--- src/rtl/rgb_stream_unpacker.sv ---
// rgb_stream_unpacker
//   Assembles a byte-serial pixel stream into parallel RGB pixels for the
//   grayscale stage. Every three accepted bytes form one pixel. The pixel
//   is presented for exactly one cycle with a done_o strobe, together with
//   frame position flags.
//
//   Optional build macro: RGB_UNPACK_BGR_ORDER_EN
//     When it is defined, the byte order is blue, green, red (BMP storage
//     order). When it is undefined, the order is red, green, blue.
//
// Parameters
//   DATA_WIDTH  channel / byte width
//   IMG_WIDTH   pixels per line
//   IMG_HEIGHT  lines per frame
//
// Ports
//   clk, rst            clock (rising edge), async active-low reset
//   start_i             arms or re-arms frame reception (one-cycle pulse)
//   byte_i/byte_valid_i incoming channel byte and its qualifier
//   byte_ready_o        high while a byte can be accepted (RUN state)
//   red_o/green_o/blue_o assembled pixel; zero whenever done_o is low
//   done_o              one-cycle pixel strobe
//   sof_o/eol_o/eof_o   start-of-frame / end-of-line / end-of-frame flags
//   busy_o              high while in RUN
module rgb_stream_unpacker #(
    parameter int DATA_WIDTH = 8,
    parameter int IMG_WIDTH  = 640,
    parameter int IMG_HEIGHT = 480
) (
    input  logic                  clk,
    input  logic                  rst,
    input  logic                  start_i,
    input  logic [DATA_WIDTH-1:0] byte_i,
    input  logic                  byte_valid_i,
    output logic                  byte_ready_o,
    output logic [DATA_WIDTH-1:0] red_o,
    output logic [DATA_WIDTH-1:0] green_o,
    output logic [DATA_WIDTH-1:0] blue_o,
    output logic                  done_o,
    output logic                  sof_o,
    output logic                  eol_o,
    output logic                  eof_o,
    output logic                  busy_o
);

    localparam int COL_W = (IMG_WIDTH  > 1) ? $clog2(IMG_WIDTH)  : 1;
    localparam int ROW_W = (IMG_HEIGHT > 1) ? $clog2(IMG_HEIGHT) : 1;

    typedef enum logic {IDLE, RUN} state_t;

    state_t                state, state_nxt;
    logic [1:0]            phase;
    logic [COL_W-1:0]      col;
    logic [ROW_W-1:0]      row;
    logic [DATA_WIDTH-1:0] first_q;   // byte taken in phase 0 (red, or blue in BGR order)
    logic [DATA_WIDTH-1:0] green_q;

    logic accept, pix_done, last_col, last_row;

    // start_i takes priority over a byte in the same cycle, so that byte is dropped
    assign accept   = (state == RUN) && byte_valid_i && !start_i;
    assign pix_done = accept && (phase == 2'd2);
    assign last_col = (col == COL_W'(IMG_WIDTH - 1));
    assign last_row = (row == ROW_W'(IMG_HEIGHT - 1));

    always_ff @(posedge clk or negedge rst) begin
        if (!rst) state <= IDLE;
        else      state <= state_nxt;
    end

    always_comb begin
        state_nxt    = state;
        byte_ready_o = 1'b0;
        busy_o       = 1'b0;
        case (state)
            IDLE: begin
                if (start_i) state_nxt = RUN;
            end
            RUN: begin
                byte_ready_o = 1'b1;
                busy_o       = 1'b1;
                // The last pixel of the frame drops back to IDLE on the same edge that emits it
                if (pix_done && last_col && last_row) state_nxt = IDLE;
            end
            default: state_nxt = IDLE;
        endcase
    end

    always_ff @(posedge clk or negedge rst) begin
        if (!rst) begin
            phase   <= 2'd0;
            col     <= '0;
            row     <= '0;
            first_q <= '0;
            green_q <= '0;
            red_o   <= '0;
            green_o <= '0;
            blue_o  <= '0;
            done_o  <= 1'b0;
            sof_o   <= 1'b0;
            eol_o   <= 1'b0;
            eof_o   <= 1'b0;
        end else begin
            // Pixel outputs are zero except in the strobe cycle
            red_o   <= '0;
            green_o <= '0;
            blue_o  <= '0;
            done_o  <= 1'b0;
            sof_o   <= 1'b0;
            eol_o   <= 1'b0;
            eof_o   <= 1'b0;

            if (start_i) begin
                phase <= 2'd0;
                col   <= '0;
                row   <= '0;
            end else if (accept) begin
                case (phase)
                    2'd0: begin
                        first_q <= byte_i;
                        phase   <= 2'd1;
                    end
                    2'd1: begin
                        green_q <= byte_i;
                        phase   <= 2'd2;
                    end
                    default: begin
                        phase   <= 2'd0;
                        done_o  <= 1'b1;
                        green_o <= green_q;
`ifdef RGB_UNPACK_BGR_ORDER_EN
                        blue_o  <= first_q;
                        red_o   <= byte_i;
`else
                        red_o   <= first_q;
                        blue_o  <= byte_i;
`endif
                        sof_o   <= (col == '0) && (row == '0);
                        eol_o   <= last_col;
                        eof_o   <= last_col && last_row;
                        if (last_col) begin
                            col <= '0;
                            row <= last_row ? '0 : row + 1'b1;
                        end else begin
                            col <= col + 1'b1;
                        end
                    end
                endcase
            end
        end
    end

endmodule

--- config.mk ---
export PLATFORM = sky130hd
export DESIGN_NAME = rgb_stream_unpacker
export DESIGN_NICKNAME = d
export VERILOG_FILES = /design/src/rtl/rgb_stream_unpacker.sv
export SDC_FILE = /design/constraint.sdc
export NUM_CORES = 1
export LEC_CHECK = 0
export ABC_AREA = 1
export CORE_ASPECT_RATIO = 1.75
export CORE_UTILIZATION = 47
export DETAILED_ROUTE_END_ITERATION = 8
export PLACE_DENSITY = 0.7
export SLEW_MARGIN = 20
export SYNTH_ARGS = -nofsm -noshare
export SYNTH_HDL_FRONTEND = slang
export SYNTH_SLANG_ARGS = --single-unit
--- constraint.sdc ---
create_clock -name clk -period 2.47 [get_ports clk]
set_input_delay 0.494 -clock clk [delete_from_list [all_inputs] [get_ports clk]]
set_output_delay 0.494 -clock clk [all_outputs]
set_load 0.01 [all_outputs]
==> run_1/m2.png <==
Bar = 20 um.
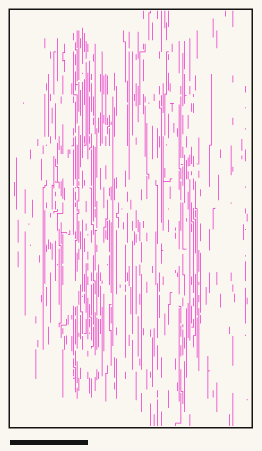
nets with wire on the layer: 313
wire length on this layer: 2,950 um
share of all routed wire: 54%

==> run_1/floorplan.png <==
Bar = 20 um. Pins as bars on the die edge.
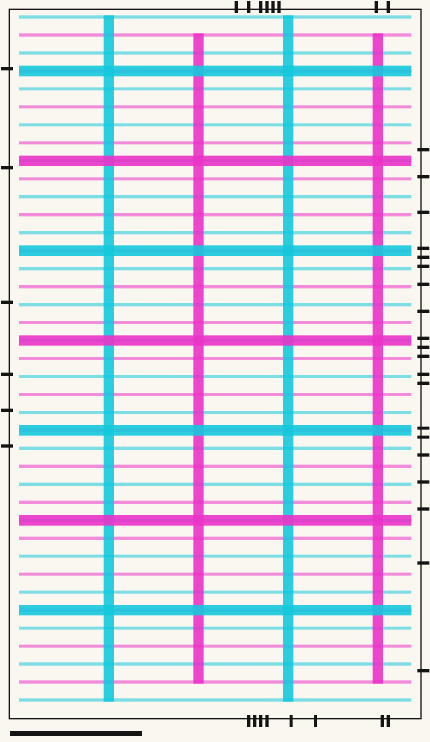
| net | colour |
|---|---|
| VDD | magenta |
| VSS | cyan |
met4 straps: 4
met5 straps: 7
signal pins: 42
met1 rails: 39

==> reports/metrics.yaml, run 1 <==
status: "complete, no violations"
yosys_warnings: 0
setup_ws_ns: 0.569
period_minus_slack_ns: 1.90
routedWlPerCell_um: 11.8
ir_worst_vdd_mv: 0.335
p_comb_share_pct: 11.2
coreArea_mm2: 0.00613
track_usage_pct: 19.6
syn2layout_area_growth_pct: 24.3
hold_buffers: 0
yosys.cell_types.count: 30
grt_antenna_before_repair: 0
synth.avg_cell_area_um2: 8.97
dp_hpwl_mm: 3.85
overflow: 0
p_seq_share_pct: 47.5
ff_type: "dfrtp_1"
powerComb_w: 0.000297
cts_setup_buffers: 0
tightest_slew_ns: 0.365
power.switching_w: 0.000658
rows: 38
cap_violations: 0
reg2reg_depth: 8
stdcell_area_mm2: 0.00369
first_global_vias: 2190
utilization_pct: 60.2
cpMaxStageDelayCell: "clkdlybuf4s50_1"
htreeDepth: 3
clk_pin_slew_ns: 0.08
==> run_1/layers.png <==
Bar = 20 um. Two of the layers only.
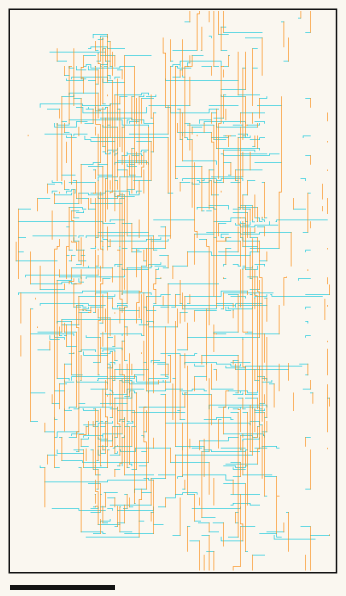
| layer | colour | wire length |
|---|---|---|
| M2 | orange | 2,950 um |
| M1 | cyan | 2,090 um |

-- run 1: layout by cell type (no fill, tap or decap), types with 3 or more instances in the layout --
cell type / netlist / layout
nand3_4: 3 / 3
bufinv_16: 0 / 3
nor3_1: 6 / 6
nand2_1: 96 / 96
ha_1: 4 / 4
nor2_1: 49 / 49
inv_1: 35 / 35
nor2_2: 3 / 3
nand3_1: 14 / 14
o21ai_0: 4 / 4
clkdlybuf4s50_1: 0 / 40
nand4_1: 3 / 3
dfrtp_1: 66 / 66
a21oi_1: 4 / 4
clkbuf_8: 0 / 9
o21ai_2: 16 / 16
xor2_1: 6 / 6
nand2_2: 3 / 3
-- run 1: sequential cells by signal, indices dropped and copies added, names as in the netlist --
register  flops
row           9
done_o        1
eol_o         1
red_o         8
green_o       8
green_q       8
sof_o         1
state         1
blue_o        8
phase         2
col          10
eof_o         1
first_q       8
-- run 1: layout make-up --
class | count | area (um^2)
Sequential cell | 66 | 1650
Multi-Input combinational cell | 219 | 1110
Clock buffer | 10 | 128
Fill cell | 515 | 2440
Clock inverter | 6 | 114
Timing Repair Buffer | 43 | 433
Inverter | 39 | 154
Tap cell | 80 | 100
-- run 1: synthesized netlist by cell type (2+ instances only) --
cell | n | share of area (%)
nor2_4 | 2 | 0.76
xor2_1 | 6 | 1.8
o21ai_2 | 16 | 4.7
ha_1 | 4 | 1.7
nor2_2 | 3 | 0.63
buf_6 | 3 | 1.1
nor3_1 | 6 | 1.0
nand2_1 | 96 | 12
nand3_4 | 3 | 1.8
a21oi_1 | 4 | 0.67
o21ai_0 | 4 | 0.67
nand4_1 | 3 | 0.63
nand3_1 | 14 | 2.4
nand2_2 | 3 | 0.63
nor2_1 | 49 | 6.2
inv_1 | 35 | 4.4
inv_2 | 2 | 0.25
dfrtp_1 | 66 | 56
==> run_1/clock_nets.png <==
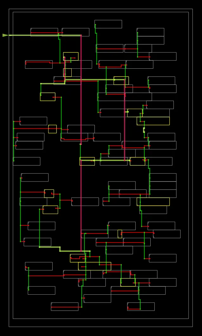

==> run 2, diff against run 1 <==
Clock period 2.47 ns to 1.98 ns, I/O delays scaled along.
==> run_2/clock_nets.png <==
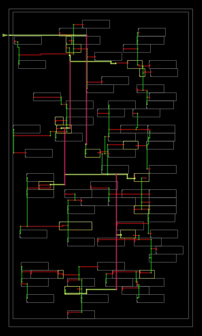
skew final: 0.00619 ns
cts bufs inserted: 9

==> run 2 against run 1 <==
Against the previous run: cell count rose by 0.65%; total power is 17% higher; critical path depth unchanged; sequential power rose by 25%; wire length rose by 0.81%; global-route usage increased by 0.66 points; largest power group unchanged.
==> reports/metrics.yaml, run 2 <==
utilization_pct: 60.0  # -0.20 points
area_leaders: "dfrtp_1 (56%), nand2_1 (12%), nor2_1 (6.2%)"
largest_reg_flops: 10  # unchanged
final_common_cell: "nand2_1"
reg.largest.list: "col x10, row x9"
num-nets-final: 397
synth.top_cells.by_count: "nand2_1 (96), dfrtp_1 (66), nor2_1 (49)"
critPathBufInv: 1
dr.first_iter.drc_count: 88
period_minus_slack_ns: 1.81
top_register: "col"
coreArea_mm2: 0.00613  # unchanged
track_usage_pct: 20.2  # +0.66 points
crit_family: "buffers and inverters"
yosys.cell_types.count: 30  # unchanged
synth.avg_cell_area_um2: 8.97  # unchanged
top_area_share_pct: 55.6  # unchanged
grt_antenna_before_repair: 0  # unchanged
rows: 38  # unchanged
slew_headroom_pct: 78.5
top_cell: "nand2_1"
syn2layout_area_growth_pct: 23.9
tightest_slew_ns: 0.322  # -0.0428 ns
yosys_warnings: 0  # unchanged
finalNonFillerCells: 466
die_width_um: 62.1
htreeDepth: 3  # unchanged
clk_pin_slew_ns: 0.07  # about the same
final_cell_mix: "nand2_1 (96), dfrtp_1 (66), nor2_1 (49)"
stdcell_area_mm2: 0.00368  # -0.34%
yosys.area_share.simple_pct: 27.7
first_global_vias: 2227  # +1.7%
overflow: 0  # unchanged
cap_violations: 0  # unchanged
cpMaxStageDelayCell: "clkdlybuf4s50_1"
xor_share_pct: 1.77
ff_type: "dfrtp_1"
routedWlPerCell_um: 11.8  # +0.16%
place_area_mm2: 0.00346
reg2reg_depth: 8  # unchanged
status: "complete, no violations"
synth_top_cell_by_area: "dfrtp_1"
==> run_2/floorplan.png <==
Bar = 20 um. Pins as bars on the die edge.
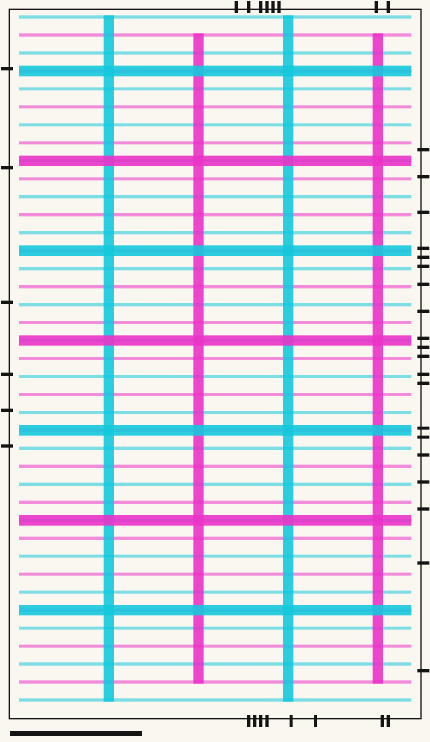
| net | colour |
|---|---|
| VDD | magenta |
| VSS | cyan |
rows: 38
met1 rails: 39
signal pins: 42

-- run 2: cell types whose count changed in the layout (fill, tap and decap cells not counted) --
| cell | change |
|---|---|
| inv_6 | -1 |
| clkinvlp_4 | -1 |
| buf_4 | +2 |
| dlygate4sd3_1 | +1 |
| clkbuf_1 | -1 |
| clkbuf_8 | +2 |
| clkinv_2 | +3 |
| bufinv_16 | -2 |
-- run 2: area by class of cell --
cell class	instances	area, um^2
Tap cell	80	100
Inverter	39	154
Clock inverter	5	52.6
Clock buffer	11	151
Sequential cell	66	1650
Fill cell	526	2460
Multi-Input combinational cell	219	1110
Timing Repair Buffer	46	458
-- run 2: worst max path at each step --
| stage | startpoint | end | slack, ns | depth (start not counted) |
|---|---|---|---|---|
| finish | state | busy_o | 0.17 | 1 |
| global placement | start_i | row[3] | 0.19 | 8 |
| detailed placement | start_i | row[6] | 0.15 | 8 |
| global route | state | byte_ready_o | 0.1 | 1 |
| CTS | state | busy_o | 0.14 | 1 |
| floorplan | col[0] | row[3] | 0.66 | 8 |
-- run 2: what timing repair did --
action / CTS / global route
hold endpoints to repair: 12 / 0
hold buffers: 1 / 0
setup buffers: 0 / 0
-- run 2: cells by family (layout without fill, tap and decap cells) --
kind of cell | after synthesis | in the layout
buf+inv | 46 | 101
compound gates | 25 | 25
flops | 66 | 66
xor+xnor | 6 | 6
simple gates | 184 | 184
fa+ha+maj | 4 | 4
-- run 2: stage by stage --
step	power, W	setup WS [ns]
floorplan	0.00185	0.658
global placement	0.00196	0.191
detailed placement	0.00197	0.151
CTS	0.00312	0.139
global route	0.00324	0.0994
finish	0.00308	0.171
-- run 2: report_power, final --
part           switching [W]  internal, W  total [W]
Clock               0.000495     0.000643    0.00114
Sequential         0.0000853      0.00148    0.00157
Combinational       0.000216     0.000163   0.000379
Power figures rest on the tool's default switching activity, not on a simulated workload.
